## config.mk

```make
export PLATFORM = sky130hd
export DESIGN_NAME = ps2_host_tx
export DESIGN_NICKNAME = d
export VERILOG_FILES = /design/src/rtl/ps2_host_tx.sv
export SDC_FILE = /design/constraint.sdc
export NUM_CORES = 1
export LEC_CHECK = 0
export ABC_AREA = 1
export ABC_CLOCK_PERIOD_IN_PS = 3600
export CAP_MARGIN = 40
export CORE_MARGIN = 3
export CORE_UTILIZATION = 55
export CTS_CLUSTER_DIAMETER = 30
export DETAILED_ROUTE_END_ITERATION = 16
export PLACE_DENSITY = 0.75
export RECOVER_POWER = 50
export SETUP_SLACK_MARGIN = 0.3
export SLEW_MARGIN = 20
export SYNTH_ARGS = -nofsm -noshare
export SYNTH_HDL_FRONTEND = slang
export SYNTH_SLANG_ARGS = --single-unit
```

## constraint.sdc

```tcl
create_clock -name clock -period 3.6 [get_ports clock]
set_input_delay 0.72 -clock clock [delete_from_list [all_inputs] [get_ports clock]]
set_output_delay 0.72 -clock clock [all_outputs]
set_load 0.05 [all_outputs]
```

## src/rtl/ps2_host_tx.sv

```systemverilog
`default_nettype none
// ============================================================================
// Module   : ps2_host_tx
// Brief    : PS/2 host-to-device command transmitter (open-drain via enables).
// Revision : 1.0 - initial release
// ============================================================================
module ps2_host_tx #(
    parameter int unsigned INHIBIT_CYCLES = 5000,
    parameter int unsigned TIMEOUT_CYCLES = 1000000,
    parameter int unsigned CNT_W          = 20
) (
    input  logic       clock,
    input  logic       reset,
    input  logic       tx_valid,
    input  logic [7:0] tx_data,
    output logic       tx_ready,
    output logic       tx_busy,
    output logic       tx_done,
    output logic       tx_err,
    input  logic       ps2_clk,
    input  logic       ps2_data,
    output logic       ps2_clk_oe,
    output logic       ps2_data_oe
);

    localparam logic [2:0] S_IDLE      = 3'd0;
    localparam logic [2:0] S_INHIBIT   = 3'd1;
    localparam logic [2:0] S_RTS       = 3'd2;
    localparam logic [2:0] S_SEND      = 3'd3;
    localparam logic [2:0] S_WAIT_IDLE = 3'd4;
    localparam logic [2:0] S_FINISH    = 3'd5;

    localparam logic [CNT_W-1:0] c_inhibit_start = CNT_W'(INHIBIT_CYCLES - 2);
    localparam logic [CNT_W-1:0] c_inhibit_last  = CNT_W'(INHIBIT_CYCLES - 1);
    localparam logic [CNT_W-1:0] c_timeout_last  = CNT_W'(TIMEOUT_CYCLES - 1);
    localparam logic [3:0]       c_stop_bit      = 4'd10;
    localparam logic [3:0]       c_ack_bit       = 4'd11;

    logic             r_clk_s1;
    logic             r_clk_s2;
    logic             r_clk_prev;
    logic             r_data_s1;
    logic             r_data_s2;
    logic [2:0]       r_state;
    logic [CNT_W-1:0] r_cnt;
    logic [3:0]       r_bit_cnt;
    logic [9:0]       r_frame;
    logic             r_ack_ok;
    logic             r_clk_oe;
    logic             r_data_oe;
    logic             r_done;
    logic             r_err;
    logic             w_fall;
    logic             w_timeout;

    // Idle-high reset values keep a reset from looking like a clock fall.
    always_ff @(posedge clock) begin
        if (reset) begin
            r_clk_s1   <= 1'b1;
            r_clk_s2   <= 1'b1;
            r_clk_prev <= 1'b1;
            r_data_s1  <= 1'b1;
            r_data_s2  <= 1'b1;
        end else begin
            r_clk_s1   <= ps2_clk;
            r_clk_s2   <= r_clk_s1;
            r_clk_prev <= r_clk_s2;
            r_data_s1  <= ps2_data;
            r_data_s2  <= r_data_s1;
        end
    end

    assign w_fall    = r_clk_prev & ~r_clk_s2;
    assign w_timeout = (r_cnt == c_timeout_last);

    always_ff @(posedge clock) begin
        if (reset) begin
            r_state   <= S_IDLE;
            r_cnt     <= '0;
            r_bit_cnt <= '0;
            r_frame   <= '0;
            r_ack_ok  <= 1'b0;
            r_clk_oe  <= 1'b0;
            r_data_oe <= 1'b0;
            r_done    <= 1'b0;
            r_err     <= 1'b0;
        end else begin
            r_done <= 1'b0;
            r_err  <= 1'b0;
            case (r_state)
                S_IDLE: begin
                    if (tx_valid) begin
                        // Frame bits in line order: data LSB first, odd parity, stop.
                        r_frame  <= {1'b1, ~^tx_data, tx_data};
                        r_cnt    <= '0;
                        r_clk_oe <= 1'b1;
                        r_state  <= S_INHIBIT;
                    end
                end
                S_INHIBIT: begin
                    r_cnt <= r_cnt + 1'b1;
                    if (r_cnt == c_inhibit_start) begin
                        r_data_oe <= 1'b1;
                    end
                    if (r_cnt == c_inhibit_last) begin
                        r_clk_oe  <= 1'b0;
                        r_data_oe <= 1'b1;
                        r_cnt     <= '0;
                        r_bit_cnt <= '0;
                        r_state   <= S_RTS;
                    end
                end
                S_RTS, S_SEND, S_WAIT_IDLE: begin
                    r_cnt <= r_cnt + 1'b1;
                    if (w_timeout) begin
                        r_clk_oe  <= 1'b0;
                        r_data_oe <= 1'b0;
                        r_err     <= 1'b1;
                        r_state   <= S_FINISH;
                    end else if (r_state == S_WAIT_IDLE) begin
                        if (r_clk_s2 && r_data_s2) begin
                            r_done  <= r_ack_ok;
                            r_err   <= ~r_ack_ok;
                            r_state <= S_FINISH;
                        end
                    end else if (w_fall) begin
                        if (r_bit_cnt == c_stop_bit) begin
                            r_ack_ok  <= ~r_data_s2;
                            r_bit_cnt <= c_ack_bit;
                            r_state   <= S_WAIT_IDLE;
                        end else begin
                            r_data_oe <= ~r_frame[r_bit_cnt];
                            r_bit_cnt <= r_bit_cnt + 1'b1;
                            r_state   <= S_SEND;
                        end
                    end
                end
                S_FINISH: begin
                    r_state <= S_IDLE;
                end
                default: begin
                    r_clk_oe  <= 1'b0;
                    r_data_oe <= 1'b0;
                    r_state   <= S_IDLE;
                end
            endcase
        end
    end

    assign tx_ready    = (r_state == S_IDLE);
    assign tx_busy     = ~tx_ready;
    assign tx_done     = r_done;
    assign tx_err      = r_err;
    assign ps2_clk_oe  = r_clk_oe;
    assign ps2_data_oe = r_data_oe;

endmodule
`default_nettype wire

```

### Cell density map, run 1

Drawn at 4 px/um. 7 x 7 tiles, from white (low) to dark blue (high), 0 to 100% covered.
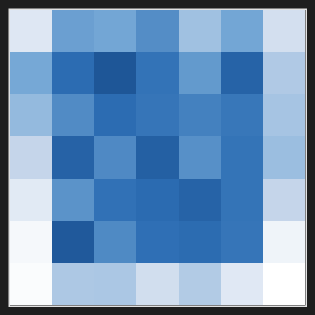
- densest ninth of the die: middle
- nearly empty tiles: 2.0%
- fullest tile: 85%
- mean over tiles: 51%
- tiles over 75% full: 20%
Core Region: 4414 um^2
post-layout utilization of the core: 0.6485

### Wiring by layer, run 1

Drawn at 6 px/um.
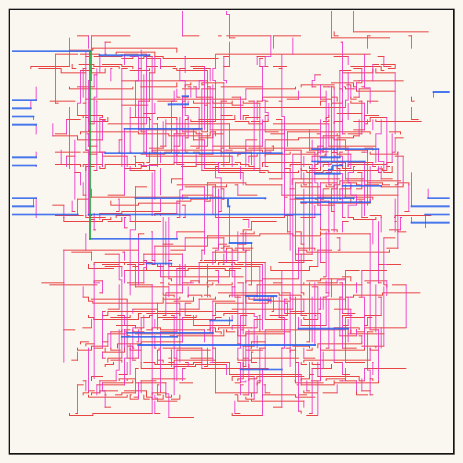
- met1: red (wire length 2440 um)
- met4: green (wire length 31.3 um)
- met3: blue (wire length 352 um)
- met2: magenta (wire length 2220 um)
combined global-route utilization of all metal layers: 0.2059
average wire length per cell after detail routing: 11.50 um
wirelength, routed: 5.050 mm
total via count after detailed routing: 2271

### Register map, names as in the netlist, run 1

Drawn at 6 px/um.
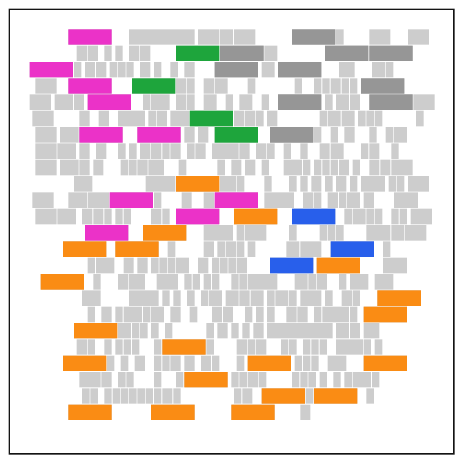
- r_cnt: orange (placed flops 20)
- r_state: blue (placed flops 3)
- r_bit_cnt: green (placed flops 4; where top middle)
- r_frame: magenta (placed flops 10)
- not coloured: 10
storage element area: 940.9 um^2
Power Sequential: 673 uW

-- run 1: registers in the layout, indices dropped and copies added, names as in the netlist --
register	cells
tx_done	1
tx_err	1
r_data_s2	1
ps2_clk_oe	1
r_bit_cnt	4
r_ack_ok	1
r_cnt	20
r_state	3
ps2_data_oe	1
r_clk_s2	1
r_clk_prev	1
r_frame	10
r_clk_s1	1
r_data_s1	1
-- run 1: routing by layer --
metal	vias to the layer above	routed length, um	GRT usage
met5	-	0	0
met4	0	31	0.05231
li1	1196	-	-
met2	72	2222	0.3189
met3	2	351	0.04788
met1	1001	2444	0.2878
-- run 1: Yosys cell counts, drive strengths merged --
cell	instances	area share
dfxtp	47	0.37
nand4	4	0.0099
o211ai	1	0.0030
ha	4	0.020
a21oi	26	0.054
nor2	60	0.10
xnor2	8	0.028
or2	4	0.0099
o21a	1	0.0030
xor2	6	0.021
o21ai	17	0.034
and3	1	0.0025
nor3	11	0.028
a21boi	1	0.0030
nand2	76	0.13
nor3b	1	0.0030
nand3	35	0.075
a31o	1	0.0035
buf	4	0.010
a31oi	2	0.0049
inv	55	0.083
-- run 1: worst max-delay path: stages, from the launching register on --
cell and delay (ps):
sky130_fd_sc_hd__dfxtp_1 410, sky130_fd_sc_hd__nor2_2 70, sky130_fd_sc_hd__inv_2 70, sky130_fd_sc_hd__nor2_4 40, sky130_fd_sc_hd__inv_1 140, sky130_fd_sc_hd__clkdlybuf4s50_1 820
-- run 1: cells by family after synthesis --
family	after synthesis	share of synthesized area
xor+xnor	14	0.04842
compound gates	49	0.1052
fa+ha+maj	4	0.01976
buf+inv	59	0.09289
flops	47	0.3715
simple gates	192	0.3622
-- run 1: path summary, 6_finish.rpt --
check,cells past startpoint,end,start
max reg2reg,12,r_state[0],r_cnt[0]
min reg2reg,1,r_clk_s2,r_clk_s1
max,5,tx_busy,r_state[1]
min,1,r_clk_s2,r_clk_s1
-- run 1: where the power goes --
part / leakage [nW] / switching (mW) / internal (mW) / total (mW)
logic: 0.752 / 0.581 / 0.280 / 0.861
registers: 0.384 / 0.0684 / 0.604 / 0.673
clock network: 0.0644 / 0.179 / 0.277 / 0.456
-- run 1: through the flow --
stage | setup slack, ps | instance area [um^2] | hold slack (ps) | power (mW) | util
3_3_place_gp | 1308 | 2751 | 394.4 | 1.557 | 0.6233
3_5_place_dp | 1256 | 2751 | 395.6 | 1.572 | 0.6233
5_1_grt | 940.6 | 2863 | 432.6 | 2.145 | 0.6485
4_1_cts | 1036 | 2888 | 417.8 | 2.028 | 0.6542
6_report | 1033 | 2863 | 416.6 | 1.990 | 0.6485
2_1_floorplan | 1695 | 2532 | 389.5 | 1.384 | -
-- run 1: layout make-up --
class / count / area (um^2) / share of cell area
clock buffers: 5 / 68.82 / 0.02404
clock inverters: 3 / 67.56 / 0.02360
inverters: 55 / 209.0 / 0.07299
multi-input cells: 259 / 1331 / 0.4650
repair buffers: 18 / 180.2 / 0.06294
well taps: 52 / 65.06 / 0.02273
flip-flops and latches: 47 / 940.9 / 0.3287
==> run notes, run 1 <==
Physical implementation.

- The maximum number of pins on one net before global-route repair is 19.
- The worst endpoint required time is 2880 ps.
- The total number of clock tree sinks is 47.
- The most common logic cell in the final layout is sky130_fd_sc_hd__nand2_1.
- Subtracting the final worst setup slack from the clock period gives 2567 ps.
- The standard-cell row count is 24.
- The violation tally recorded at the end of detailed-routing iteration 0 is 157.
- The Yosys warning count is 0.
- The number of failing hold endpoints at the final stage is 0.
- For the final database, setup skew stands at 8.009 ps.
- The total count of max-transition violations in the final report is 0.
- The number of setup violations in the final report is 0.
- The type of the worst setup path is reg2out.
- The number of antenna cells inserted is 0.
- The summed standard-cell area reported by yosys is 2532 um^2.
- The fill cell instance count of the final layout is 418.
- The flow ran to the end, and the final reports show no timing, DRC or antenna violations.
- Per the timing report, the achievable frequency comes out to 389.6 MHz.
- In the synthesized netlist, the number of instances is 365.
- The horizontal die dimension reported for this design is 73.86 um.
- At floorplan, the net count of the design was reported as 382.
- The placed instance count is 431.
- The fraction of layout instances using a drive strength above 1 is 0.1085.
- The final net count is 403.
- By instance count after routing, the leading logic cell types are sky130_fd_sc_hd__nand2_1 (67), sky130_fd_sc_hd__nor2_1 (52), sky130_fd_sc_hd__inv_1 (50), sky130_fd_sc_hd__dfxtp_1 (47), sky130_fd_sc_hd__nand3_1 (33).
- TritonCTS built the clock tree.
- Per the TritonCTS log, the buffer count is 5.
- The worst path arrival time is 1850 ps.
- The max-slew check reports its worst relative slack as 0.6015.
- The count of cells resized by post-cts repair is 0.
- The number of maximum-capacitance violations recorded for the run is 0.
- The post-cts hold buffer count is 0.
- The number of buffers on the longest clock path is 2.
- The clock slew at the register clock pins of the worst setup and hold paths is 90 ps.
- The detailed-placement wirelength estimate is 3.825 mm.
- The area growth from synthesis to layout is 13.04%.
- The initial antenna violation count was 0.
- The power per cell area is 695.2 nW/um^2.
- The total leakage power is 1.200 nW.
- For the pin with the worst max-slew slack, the measured transition is 596.2 ps.
- The die covers 5455 um^2.
- In the final timing run, aggregate negative setup slack is 0 ps.
- For this design, Yosys synthesis ends with a cell count of 365.
- The first global-routing pass estimated 8.811 mm of wire.
- The clock insertion delay at the later pin of the skew report is 290 ps.
- The area of the mapped netlist is 2532 um^2.
- The DRC violations left is 0.
- In the Yosys stats the netlist draws on 32 distinct library cells.
- The final non-filler cell total is 439.
- The last weighted congestion value of the routability-driven placer is 0.8727.
## Run 2: what changed since run 1
Settings changed: ABC_CLOCK_PERIOD_IN_PS 3600 to 2150, CORE_UTILIZATION 55 to 52, PLACE_DENSITY 0.75 to 0.74.
Clock period 3.6 ns to 2.15 ns, I/O delays scaled along.
### Cell density map, run 2

Drawn at 4 px/um. 8 x 8 tiles, from white (low) to dark blue (high), 0 to 100% covered.
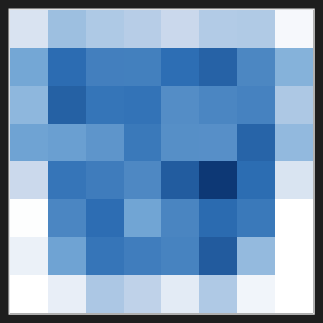
- tiles over 75% full: 17%
- nearly empty tiles: 7.8%
- fullest tile: 97%
- mean over tiles: 49%
- densest ninth of the die: middle
post-layout utilization of the core: 0.6391
Core Region: 4534 um^2
floorplan-stage core utilization: 0.5585

==> run notes, run 2 <==
Physical implementation.

- The area of the mapped netlist is 2532 um^2 (unchanged).
- The total via count in the routed design came to 2277 (was 2271).
- The register with the most flip-flops is r_cnt (unchanged).
- The clock tree from TritonCTS is yes (unchanged).
- The summed standard-cell area reported by yosys is 2532 um^2 (unchanged).
- The highest cell delay on the worst timing path is 470 ps (was 820 ps).
- The aggregate negative setup slack came to 0 ps (unchanged).
- The last weighted congestion value of the routability-driven placer came to 0.8843 (was 0.8727).
- The post-cts hold buffer count is 0 (unchanged).
- Registers with the most flip-flops: r_cnt: 20 flops, r_frame: 10 flops, r_bit_cnt: 4 flops (unchanged).
- The count of unique library cells instantiated by Yosys is 32 (unchanged).
- The global-route wire length before repair is 8.949 mm (was 8.811 mm).
- The total number of clock tree sinks came to 47 (unchanged).
- Counting stages on the worst path, the most repeated cell is sky130_fd_sc_hd__nand2_2.
- The number of antenna cells inserted was 0 (unchanged).
- The share of the synthesized area in the top cell type came to 0.3715 (unchanged).
- The worst endpoint required time is 2350 ps (was 2880 ps).
- The detailed-placement wirelength estimate was 4.028 mm (was 3.825 mm).
- The most common cell after layout, fill and taps aside is sky130_fd_sc_hd__nand2_1 (unchanged).
- The gate family responsible for the most delay along the worst path is simple AND/OR/NAND/NOR gates (was buffers and inverters).
- The standard-cell row count is 24 (unchanged).
- The leading area contributor after synthesis is sky130_fd_sc_hd__dfxtp_1 (unchanged).
- Most common library cells after synthesis: sky130_fd_sc_hd__nand2_1 (64), sky130_fd_sc_hd__nor2_1 (51), sky130_fd_sc_hd__inv_1 (49), sky130_fd_sc_hd__dfxtp_1 (47), sky130_fd_sc_hd__nand3_1 (32) (unchanged).
- The clock slew at the register clock pins of the worst setup and hold paths is 80 ps (was 90 ps).
- The average routed wire per standard cell is 11.50 um (about the same).
- The total leakage power is 1.214 nW (was 1.200 nW).
- The final worst clock skew came to 7.831 ps (was 8.009 ps).
- The flip-flop count of the largest register, all copies and words added is 20 (unchanged).
- Sequence of cells on the critical path: nand2_1 -> nand2_1 -> nand2_2 -> nand2_2 -> nand2_2 -> nor2_2 -> nor2_4 -> buf_4 -> o21ai_0 -> nor2_1 (was nor2_2 -> inv_2 -> nor2_4 -> inv_1 -> clkdlybuf4s50_1).
- The fraction of layout instances using a drive strength above 1 is 0.1403 (was 0.1085).
- The worst path arrival time is 2010 ps (was 1850 ps).
- The most used standard cell by instance count after synthesis was sky130_fd_sc_hd__nand2_1 (unchanged).
- The clock buffer count from CTS came to 5 (unchanged).
- The placed instance count is 447 (was 431).
- The power per cell area is 1127 nW/um^2 (was 695.2 nW/um^2).
- The DRC violations left is 0 (unchanged).
- Status: completed (unchanged).
- The number of cells in Yosys stat is 365 (unchanged).
- The area growth from synthesis to layout is 14.43% (was 13.04%).
- The number of nets produced by synthesis came to 382 (unchanged).
### Register map, names as in the netlist, run 2

Drawn at 6 px/um.
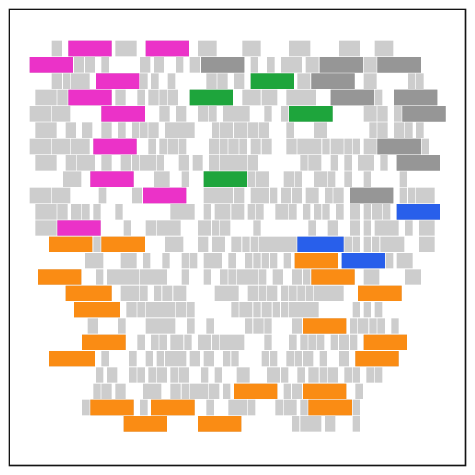
- r_frame: magenta (placed flops 10; where top left)
- r_bit_cnt: green (placed flops 4; where top middle)
- r_cnt: orange (placed flops 20)
- r_state: blue (placed flops 3)
flop share of the area: 0.3264
Power Sequential: 1.12 mW
storage element area: 945.9 um^2

-- run 2: cell count changes in the layout (fill, tap and decap cells not counted), moves of 3 or more --
cell                              delta
sky130_fd_sc_hd__dfxtp_2             +4
sky130_fd_sc_hd__buf_4               +6
sky130_fd_sc_hd__nor2_4              +3
sky130_fd_sc_hd__dlygate4sd2_1       +3
sky130_fd_sc_hd__clkbuf_1            +3
sky130_fd_sc_hd__dfxtp_1             -4
sky130_fd_sc_hd__clkdlybuf4s50_1     -6
-- run 2: final cells by class --
| cell class | instances | area (um^2) | share of cell area |
|---|---|---|---|
| Timing Repair Buffer | 23 | 198.9 | 0.06865 |
| Tap cell | 65 | 81.33 | 0.02807 |
| Sequential cell | 47 | 945.9 | 0.3264 |
| Inverter | 55 | 212.7 | 0.07340 |
| Multi-Input combinational cell | 259 | 1359 | 0.4689 |
| Clock buffer | 8 | 100.1 | 0.03454 |
-- run 2: through the flow --
| stage | power, mW | setup WS, ps | instance area [um^2] |
|---|---|---|---|
| 6_report | 3.266 | 333.9 | 2898 |
| 5_1_grt | 3.520 | 210.2 | 2898 |
| 4_1_cts | 3.244 | 308.3 | 2892 |
| 3_5_place_dp | 2.671 | 210.3 | 2795 |
| 3_3_place_gp | 2.641 | 279.7 | 2795 |
| 2_1_floorplan | 2.352 | 246.3 | 2549 |
-- run 2: what timing repair did --
item | in CTS | in global routing
pin swaps | 0 | 1
resized | 3 | 8
buffers inserted | 0 | 2
setup endpoints to repair | 3 | 14
-- run 2: final timing paths --
check / endpoint / slack, ps / cells past startpoint / startpoint
min reg2reg: r_clk_s2 / 410 / 1 / r_clk_s1
min: r_clk_s2 / 410 / 1 / r_clk_s1
max: r_state[0] / 330 / 10 / r_state[2]
max reg2reg: r_state[0] / 330 / 10 / r_state[2]
-- run 2: per-layer routing --
metal / wire [um] / share of wire / global-route usage
met1: 2795 / 0.53 / 0.3001
met2: 2120 / 0.40 / 0.2804
met3: 252 / 0.048 / 0.05673
met4: 85 / 0.016 / 0.06019
met5: 0 / 0 / 0
-- run 2: logic make-up after synthesis --
family,share of synthesized area
flip-flops,0.3715
adder cells (fa/ha/maj),0.01976
XOR/XNOR,0.04842
AND/OR/NAND/NOR,0.3622
AND-OR/OR-AND,0.1052
buffers and inverters,0.09289
-- run 2: where the power goes --
part           internal (mW)  switching, mW  leakage [nW]
clock                  0.294          0.284        0.0515
sequential              1.02          0.108         0.385
combinational          0.515           1.05         0.777
## Run 3: what changed since run 2
Settings changed: ABC_CLOCK_PERIOD_IN_PS 2150 to 1700, CORE_UTILIZATION 52 to 55, PLACE_DENSITY 0.74 to 0.75.
Clock period 2.15 ns to 1.7 ns, I/O delays scaled along.
### Cell density map, run 3

Drawn at 4 px/um. 7 x 7 tiles, from white (low) to dark blue (high), 0 to 100% covered.
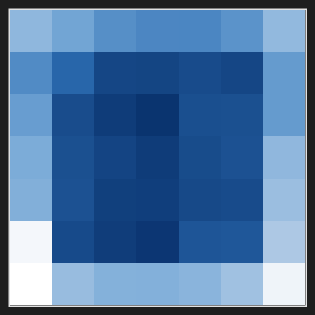
- fullest tile: 99%
- tiles over 75% full: 51%
- mean over tiles: 68%
Core Region: 4414 um^2
floorplan-stage core utilization: 0.5737

==> run notes, run 3 <==
Physical implementation.

- The worst hold margin was 414.9 ps (was 410.3 ps).
- The instance tally after logic synthesis is 365 (unchanged).
- The worst endpoint required time is 1900 ps (was 2350 ps).
- The initial antenna violation count came to 0 (unchanged).
- The summed standard-cell area reported by yosys is 2532 um^2 (unchanged).
- The DRC violations left is 0 (unchanged).
- The number of setup violations in the final report is 1 (was 0).
- The clock buffer count from CTS is 5 (unchanged).
- The worst setup margin is -45.55 ps (was 333.9 ps).
- The final net count is 445 (was 408).
- The main flop type is sky130_fd_sc_hd__dfxtp_1 (unchanged).
- The maximum achievable frequency is 572.9 MHz (was 550.6 MHz).
- The number of nets produced by synthesis was 382 (unchanged).
- The standard-cell row count is 24 (unchanged).
- The register with the most flip-flops is r_cnt (unchanged).
- The async set-or-reset flop fraction in the synthesized netlist was 0 (unchanged).
- The die span in x is 73.86 um (was 75.79 um).
- The number of cells in Yosys stat is 365 (unchanged).
- The checks that failed: setup timing.
- The post-cts hold buffer count is 0 (unchanged).
- The top routing layer in use is met4 (unchanged).
- Status: finished with violations (was completed).
- The total met3 wirelength after detailed routing is 707 um (was 252 um).
- Most common library cells after synthesis: sky130_fd_sc_hd__nand2_1 (64), sky130_fd_sc_hd__nor2_1 (51), sky130_fd_sc_hd__inv_1 (49), sky130_fd_sc_hd__dfxtp_1 (47), sky130_fd_sc_hd__nand3_1 (32) (unchanged).
- The total power consumption of the routed design is 5.584 mW (was 3.266 mW).
- The type of the worst setup path was reg2reg (unchanged).
- The fraction of layout instances using a drive strength above 1 is 0.4336 (was 0.1403).
- The number of maximum-capacitance violations is 0 (unchanged).
- The area growth from synthesis to layout came to 47.97% (was 14.43%).
- The worst path arrival time is 1940 ps (was 2010 ps).
- The number of enable flip-flop cells is 0 (unchanged).
- The remaining max-slew budget at the tightest pin is 0.5997 (was 0.6063).
- The last weighted congestion value of the routability-driven placer is 0.8940 (was 0.8843).
- The total leakage power was 1.484 nW (was 1.214 nW).
- The placed instance count is 450 (was 447).
- The number of antenna cells inserted is 0 (unchanged).
- The Yosys warning count is 0 (unchanged).
- The number of buffers on the longest clock path is 2 (unchanged).
### Metal 4, run 3

Drawn at 8 px/um. Supply wires on this layer in grey. Cells faint in the background.
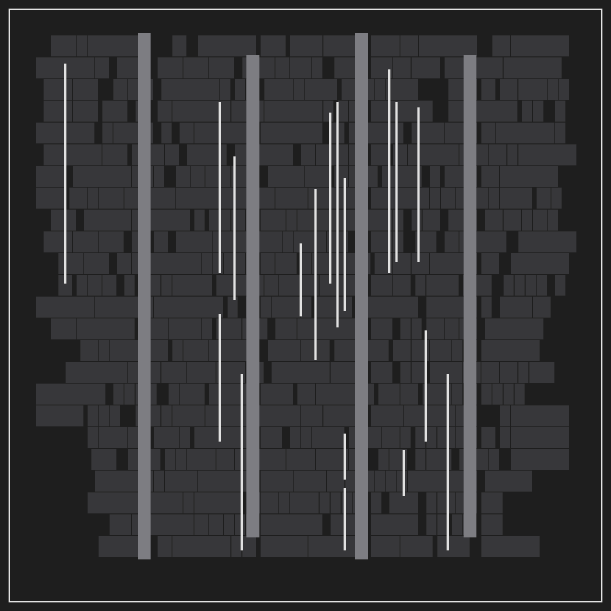
- share of all routed wire: 3.8%
- main direction: vertical
wirelength, routed: 8.258 mm
total via count after detailed routing: 2806

-- run 3: final cells by class --
class	count	area, um^2
clock buffer	6	72.57
clock inverter	2	12.51
fill	222	666.9
inverter	55	240.2
multi-input combinational	259	1843
sequential	47	969.7
tap	52	65.06
timing repair buffer	60	544.3
-- run 3: cell families (layout without fill, tap and decap cells) --
kind of cell,Yosys count,after routing,share of synthesized area
and+or+nand+nor,192,192,0.3622
AOI/OAI and AO/OA,49,49,0.1052
buffers and inverters,59,123,0.09289
DFF,47,47,0.3715
xor gates and xnor gates,14,14,0.04842
adders and majority gates,4,4,0.01976
-- run 3: per-stage QoR --
step | util | setup WS [ps] | cell area, um^2
after floorplan | - | -203.0 | 2610
after global placement | 0.6740 | 27.78 | 2975
after detailed placement | 0.6740 | -35.05 | 2975
after CTS | 0.7664 | 103.9 | 3383
after global routing | 0.8489 | -91.45 | 3747
final | 0.8489 | -45.55 | 3747
-- run 3: final timing paths --
path                                from          to  slack (ps)  cells after the start
worst max-delay path            r_cnt[0]  r_state[0]         -50                     12
worst min-delay path            r_clk_s1    r_clk_s2         410                      1
worst max register to register  r_cnt[0]  r_state[0]         -50                     12
worst min register to register  r_clk_s1    r_clk_s2         410                      1
-- run 3: where the power goes --
part | leakage (nW) | switching, mW | internal [mW] | total, mW
combinational | 1.05 | 2.11 | 1.32 | 3.43
clock | 0.0412 | 0.399 | 0.288 | 0.688
sequential | 0.391 | 0.164 | 1.30 | 1.46
-- run 3: what timing repair did --
item	CTS	global route
gates cloned	0	0
gates resized	61	90
setup endpoints to repair	40	44
pin swaps	21	29
buffers inserted	15	8
-- run 3: routing by layer --
layer | track usage | vias to the layer above
met2 | 0.3976 | 184
li1 | - | 1286
met5 | 0 | -
met4 | 0.08652 | 0
met3 | 0.04925 | 40
met1 | 0.3339 | 1296
-- run 3: worst max-delay path, cell delays in order, from the launching register on --
cell                      delay, ps
sky130_fd_sc_hd__dfxtp_4        370
sky130_fd_sc_hd__ha_4           160
sky130_fd_sc_hd__nand2_2         70
sky130_fd_sc_hd__nor2_2         100
sky130_fd_sc_hd__nand2_2         90
sky130_fd_sc_hd__inv_2           90
sky130_fd_sc_hd__nand3_4        100
sky130_fd_sc_hd__nand2_2        100
sky130_fd_sc_hd__nor2_2          60
sky130_fd_sc_hd__nor2_4         200
sky130_fd_sc_hd__nand2_2         80
sky130_fd_sc_hd__nor2_1         140
sky130_fd_sc_hd__nor2_1          80
Power and IR drop assume default switching activity.
